--- config.mk ---
export PLATFORM = sky130hd
export DESIGN_NAME = mem_access_stage
export DESIGN_NICKNAME = d
export VERILOG_FILES = /design/src/rtl/mem_access_stage_pkg.sv /design/src/rtl/mem_access_stage_mem_wb_reg.sv /design/src/rtl/mem_access_stage.sv
export SDC_FILE = /design/constraint.sdc
export NUM_CORES = 1
export LEC_CHECK = 0
export ABC_AREA = 0
export ABC_CLOCK_PERIOD_IN_PS = 2200
export CORE_UTILIZATION = 43
export DETAILED_ROUTE_END_ITERATION = 12
export PLACE_DENSITY = 0.88
export RECOVER_POWER = 25
export SLEW_MARGIN = 20
export SYNTH_ARGS = -nofsm -noshare
export SYNTH_HDL_FRONTEND = slang
export SYNTH_SLANG_ARGS = --single-unit
--- constraint.sdc ---
create_clock -name clk -period 2.2 [get_ports clk]
set_input_delay 0.33 -clock clk [delete_from_list [all_inputs] [get_ports clk]]
set_output_delay 0.33 -clock clk [all_outputs]
set_load 0.01 [all_outputs]
--- src/rtl/mem_access_stage_pkg.sv ---
// Shared types and constants for the MIPS MEM stage and its MEM/WB register.
package mem_access_stage_pkg;

  localparam int SIZE     = 32;
  localparam int REG_ADDR = 5;

  typedef enum logic {
    IDLE = 1'b0,
    BUSY = 1'b1
  } state_t;

  typedef struct packed {
    logic                valid;
    logic                MemToReg;
    logic                RegWrite;
    logic [SIZE-1:0]     readData;
    logic [SIZE-1:0]     ALUResult;
    logic [REG_ADDR-1:0] writeReg;
  } memWb_t;

endpackage

--- src/rtl/mem_access_stage_mem_wb_reg.sv ---
// MEM/WB pipeline register: valid follows its input every cycle, payload loads on en.
module mem_wb_reg
  import mem_access_stage_pkg::*;
(
  input  logic   clk,
  input  logic   rst_n,
  input  logic   en,
  input  memWb_t d,
  output memWb_t q
);

  // Payload holds across bubbles so the write-back side sees stable fields.
  always_ff @(posedge clk or negedge rst_n) begin
    if (!rst_n) begin
      q <= '0;
    end else begin
      q.valid <= d.valid;
      if (en) begin
        q.MemToReg  <= d.MemToReg;
        q.RegWrite  <= d.RegWrite;
        q.readData  <= d.readData;
        q.ALUResult <= d.ALUResult;
        q.writeReg  <= d.writeReg;
      end
    end
  end

endmodule

--- src/rtl/mem_access_stage.sv ---
// MIPS MEM stage: issues word loads/stores over a req/ready handshake and fills MEM/WB.
// Optional alignment trap enabled by defining MEM_ALIGN_CHECK_EN.
module mem_access_stage #(
  parameter int SIZE     = mem_access_stage_pkg::SIZE,
  parameter int REG_ADDR = mem_access_stage_pkg::REG_ADDR
) (
  input  logic                clk,
  input  logic                rst_n,
  input  logic                in_valid,
  input  logic                MemRead,
  input  logic                MemWrite,
  input  logic                MemToReg,
  input  logic                RegWrite,
  input  logic [SIZE-1:0]     ALUResult,
  input  logic [SIZE-1:0]     storeData,
  input  logic [REG_ADDR-1:0] writeReg,
  output logic                stall,
  output logic                dmem_req,
  output logic                dmem_we,
  output logic [SIZE-1:0]     dmem_addr,
  output logic [SIZE-1:0]     dmem_wdata,
  input  logic                dmem_ready,
  input  logic [SIZE-1:0]     dmem_rdata,
  output logic                wb_valid,
  output logic                wb_MemToReg,
  output logic                wb_RegWrite,
  output logic [SIZE-1:0]     wb_readData,
  output logic [SIZE-1:0]     wb_ALUResult,
  output logic [REG_ADDR-1:0] wb_writeReg
`ifdef MEM_ALIGN_CHECK_EN
  ,
  output logic                misaligned
`endif
);

  import mem_access_stage_pkg::*;

  state_t              state, stateNext;
  logic                weQ, m2rQ, rwQ;
  logic [SIZE-1:0]     addrQ, wdataQ;
  logic [REG_ADDR-1:0] regQ;
  logic                isMem, misal, capture, wbEn;
  memWb_t              wbD, wbQ;

  always_comb begin
    isMem = MemRead | MemWrite;
`ifdef MEM_ALIGN_CHECK_EN
    misal = in_valid && isMem && (ALUResult[1:0] != 2'b00);
`else
    misal = 1'b0;
`endif
    stateNext = state;
    capture   = 1'b0;
    wbEn      = 1'b0;
    wbD       = '0;
    case (state)
      IDLE: begin
        if (in_valid) begin
          if (isMem && !misal) begin
            capture   = 1'b1;
            stateNext = BUSY;
          end else begin
            // ALU op, or a trapped misaligned access that retires without writing.
            wbEn          = 1'b1;
            wbD.valid     = 1'b1;
            wbD.MemToReg  = MemToReg;
            wbD.RegWrite  = RegWrite && !misal;
            wbD.ALUResult = ALUResult;
            wbD.writeReg  = writeReg;
          end
        end
      end
      BUSY: begin
        if (dmem_ready) begin
          stateNext     = IDLE;
          wbEn          = 1'b1;
          wbD.valid     = 1'b1;
          wbD.MemToReg  = m2rQ;
          wbD.RegWrite  = rwQ && !weQ;
          wbD.readData  = weQ ? '0 : dmem_rdata;
          wbD.ALUResult = addrQ;
          wbD.writeReg  = regQ;
        end
      end
    endcase
  end

  always_ff @(posedge clk or negedge rst_n) begin
    if (!rst_n) begin
      state  <= IDLE;
      weQ    <= 1'b0;
      m2rQ   <= 1'b0;
      rwQ    <= 1'b0;
      addrQ  <= '0;
      wdataQ <= '0;
      regQ   <= '0;
    end else begin
      state <= stateNext;
      if (capture) begin
        // Both MemRead and MemWrite set resolves to a store.
        weQ    <= MemWrite;
        m2rQ   <= MemToReg;
        rwQ    <= RegWrite;
        addrQ  <= ALUResult;
        wdataQ <= storeData;
        regQ   <= writeReg;
      end
    end
  end

`ifdef MEM_ALIGN_CHECK_EN
  always_ff @(posedge clk or negedge rst_n) begin
    if (!rst_n) misaligned <= 1'b0;
    else        misaligned <= (state == IDLE) && misal;
  end
`endif

  always_comb begin
    stall      = (state == BUSY);
    dmem_req   = (state == BUSY);
    dmem_we    = (state == BUSY) && weQ;
    dmem_addr  = addrQ;
    dmem_wdata = wdataQ;
  end

  mem_wb_reg u_memWb (
    .clk  (clk),
    .rst_n(rst_n),
    .en   (wbEn),
    .d    (wbD),
    .q    (wbQ)
  );

  always_comb begin
    wb_valid     = wbQ.valid;
    wb_MemToReg  = wbQ.MemToReg;
    wb_RegWrite  = wbQ.valid && wbQ.RegWrite;
    wb_readData  = wbQ.readData;
    wb_ALUResult = wbQ.ALUResult;
    wb_writeReg  = wbQ.writeReg;
  end

endmodule

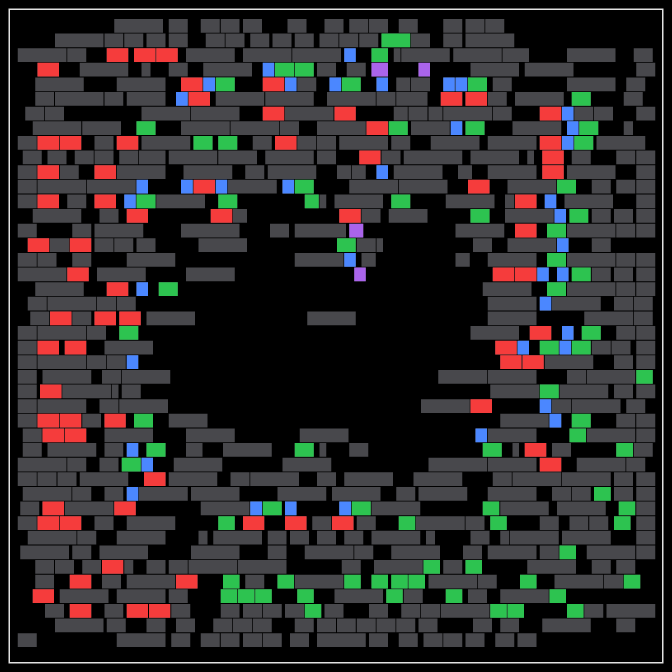
*Gate families picked out*
Green marks AND-OR and OR-AND gates, cells 74, most used a221o_1. Purple marks NOR gates, cells 4, where top centre. Red marks multiplexers, cells 71, most used mux2_2, where spread over the die. Blue marks AND and OR gates, cells 40, most used and3_1.
post-route non-filler standard cell count: 814
multi-input combinational area share: 20.2%

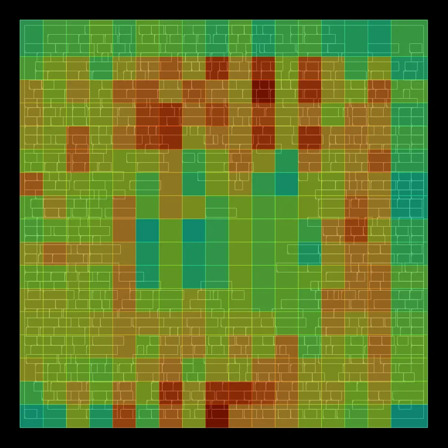
*Track usage over the die*
final routed wire length divided by cell count: 18.8 um
global-route met2 utilization: 37.2%
met3 track demand over resource: 7.24%
Overall Global Routing Usage: 21.6%

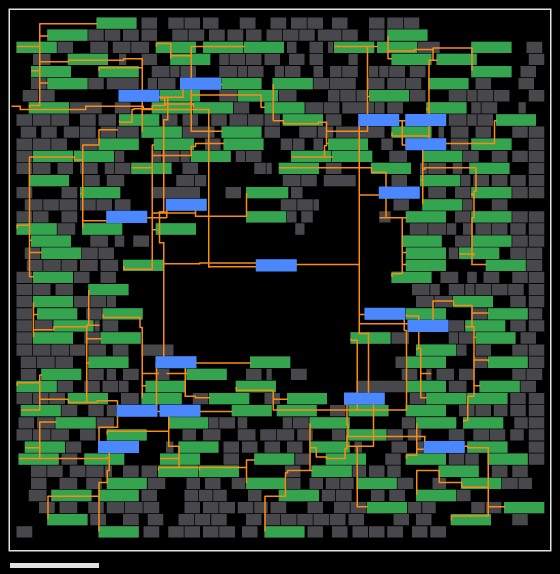
*Routed clock nets over the placement*
Scale bar: 20 um.
Blue marks clock drivers, count 17. Green marks flip-flops, count 145. Orange marks clock wires, length 1700 um.
There are 18 routed clock nets. Position of the flops: spread over the die.
setup skew after layout: 6.05 ps
later-pin clock latency in the skew report: 400 ps
clock share of power: 29.9%
clock network power: 0.00287 W

==> tab_implementation.tex <==
% Table of physical implementation metrics
\begin{tabular}{lr}
\hline
Metric & Value \\
\hline
\multicolumn{2}{l}{\textbf{Clocking}} \\
Clock Sinks & 145 \\
Clock tree from TritonCTS & done \\
Num CTS Buffers & 17 \\
\multicolumn{2}{l}{\textbf{STA}} \\
Count of endpoints failing hold in the final timing report & 0 \\
Crit path time final & 1970 ps \\
\multicolumn{2}{l}{\textbf{Flow run}} \\
Max-cap violation count & 0 \\
Tool Warnings & 26 \\
\multicolumn{2}{l}{\textbf{Drt}} \\
Total iterations of the first detailed-routing run & 5 \\
Number of DRC markers in iteration 0 & roughly 240 \\
\multicolumn{2}{l}{\textbf{Synth}} \\
Yosys top cell by area & sky130\_fd\_sc\_hd\_\_dfrtp\_1 \\
Avg Synthesized Cell Area & 13.9 um\^{}2 \\
\multicolumn{2}{l}{\textbf{Placed design}} \\
Tally of buffers added on design ports & between 200 and 250 \\
\multicolumn{2}{l}{\textbf{Die}} \\
Overall chip area & roughly 15000 um\^{}2 \\
Rows & around 43 \\
\multicolumn{2}{l}{\textbf{Worst setup path}} \\
Element type at the critical path start & register \\
\multicolumn{2}{l}{\textbf{Run status}} \\
Run status & finished, final reports clean \\
\multicolumn{2}{l}{\textbf{GRT}} \\
Global-route wire length before repair & about 24000 um \\
\multicolumn{2}{l}{\textbf{Finish}} \\
Fillcell total & around 1000 \\
Multi-input gate area in the final layout & roughly 1800 um\^{}2 \\
\multicolumn{2}{l}{\textbf{Pwr}} \\
Leakage & 3.89 nW \\
\hline
\end{tabular}
worst max-delay path: stages, from the launching register on:
cell and delay (ps):
sky130_fd_sc_hd__dfrtp_2 480, sky130_fd_sc_hd__nor4b_1 620, sky130_fd_sc_hd__buf_4 540, sky130_fd_sc_hd__a221o_1 250
per-stage QoR:
step / cells / util (%) / hold slack (ps) / setup slack (ps)
final: 814 / 64.3 / 502 / 230
after global routing: 814 / 64.3 / 512 / 124
after CTS: 814 / 64.5 / 445 / 44.7
after detailed placement: 781 / 60.1 / 313 / 152
after global placement: 781 / 60.1 / 299 / 212
after floorplan: 440 / - / 34.4 / 518
state kept, by name, indices dropped and copies added, names as in the netlist:
name and cells:
u_memWb.q 72, dmem_addr 32, dmem_wdata 32, regQ 5
dmem_req 1, m2rQ 1, rwQ 1, weQ 1
Yosys cell counts, drive strengths merged:
cell type,number
a21o,1
a21oi,1
a221o,39
a22o,33
and2,2
and3,38
buf,85
clkbuf,16
dfrtp,145
inv,2
mux2,71
nand2,2
nor2,1
nor2b,1
nor3b,1
nor4b,1
o21a,1
where the power goes:
group | internal (W) | total [W] | switching, W
logic | 0.00187 | 0.00294 | 0.00107
registers | 0.00335 | 0.00379 | 0.000437
clock network | 0.00183 | 0.00287 | 0.00104
total | 0.00705 | 0.00960 | 0.00255
cell families (layout without fill, tap and decap cells):
logic type      after synthesis  after routing  synth area share (%)
flops                       145            145                  59.3
buf+inv                     103            297                  11.2
compound gates               75             75                  11.5
mux                          71             71                  13.1
simple gates                 46             46                  4.89
layer usage:
metal  vias up  wire, um  share of wire (%)
met4         0       285                1.9
li1       1921         -                  -
met5         -         0                  0
met1      2157      5940                 39
met3        20      1170                7.7
met2       191      7870                 52
repair_timing:
item,CTS,global route
endpoints found under the hold margin,48,0
setup endpoints to repair,0,2
hold buffers,1,0
resized,0,1
layout make-up:
cell class,instances,area share (%)
Timing Repair Buffer,263,29.8
Clock buffer,21,5.16
Inverter,2,0.0841
Tap cell,180,2.52
Clock inverter,11,1.53
Multi-Input combinational cell,192,20.2
Sequential cell,145,40.7
path summary, 6_finish.rpt:
path                                           startpoint                         to  slack (ps)  cells past startpoint
worst max register to register         dmem_req$_DFF_PN0_   u_memWb.q[2]$_DFFE_PN0P_         230                      3
min in group asynchronous                           rst_n  u_memWb.q[29]$_DFFE_PN0P_         760                      2
worst min-delay path            u_memWb.q[69]$_DFFE_PN0P_  u_memWb.q[69]$_DFFE_PN0P_         500                      1
max in group asynchronous                           rst_n         dmem_req$_DFF_PN0_         390                      3
worst min register to register  u_memWb.q[69]$_DFFE_PN0P_  u_memWb.q[69]$_DFFE_PN0P_         500                      1
worst max-delay path                   dmem_req$_DFF_PN0_   u_memWb.q[2]$_DFFE_PN0P_         230                      3
Power is estimated from default activity; no workload was simulated.
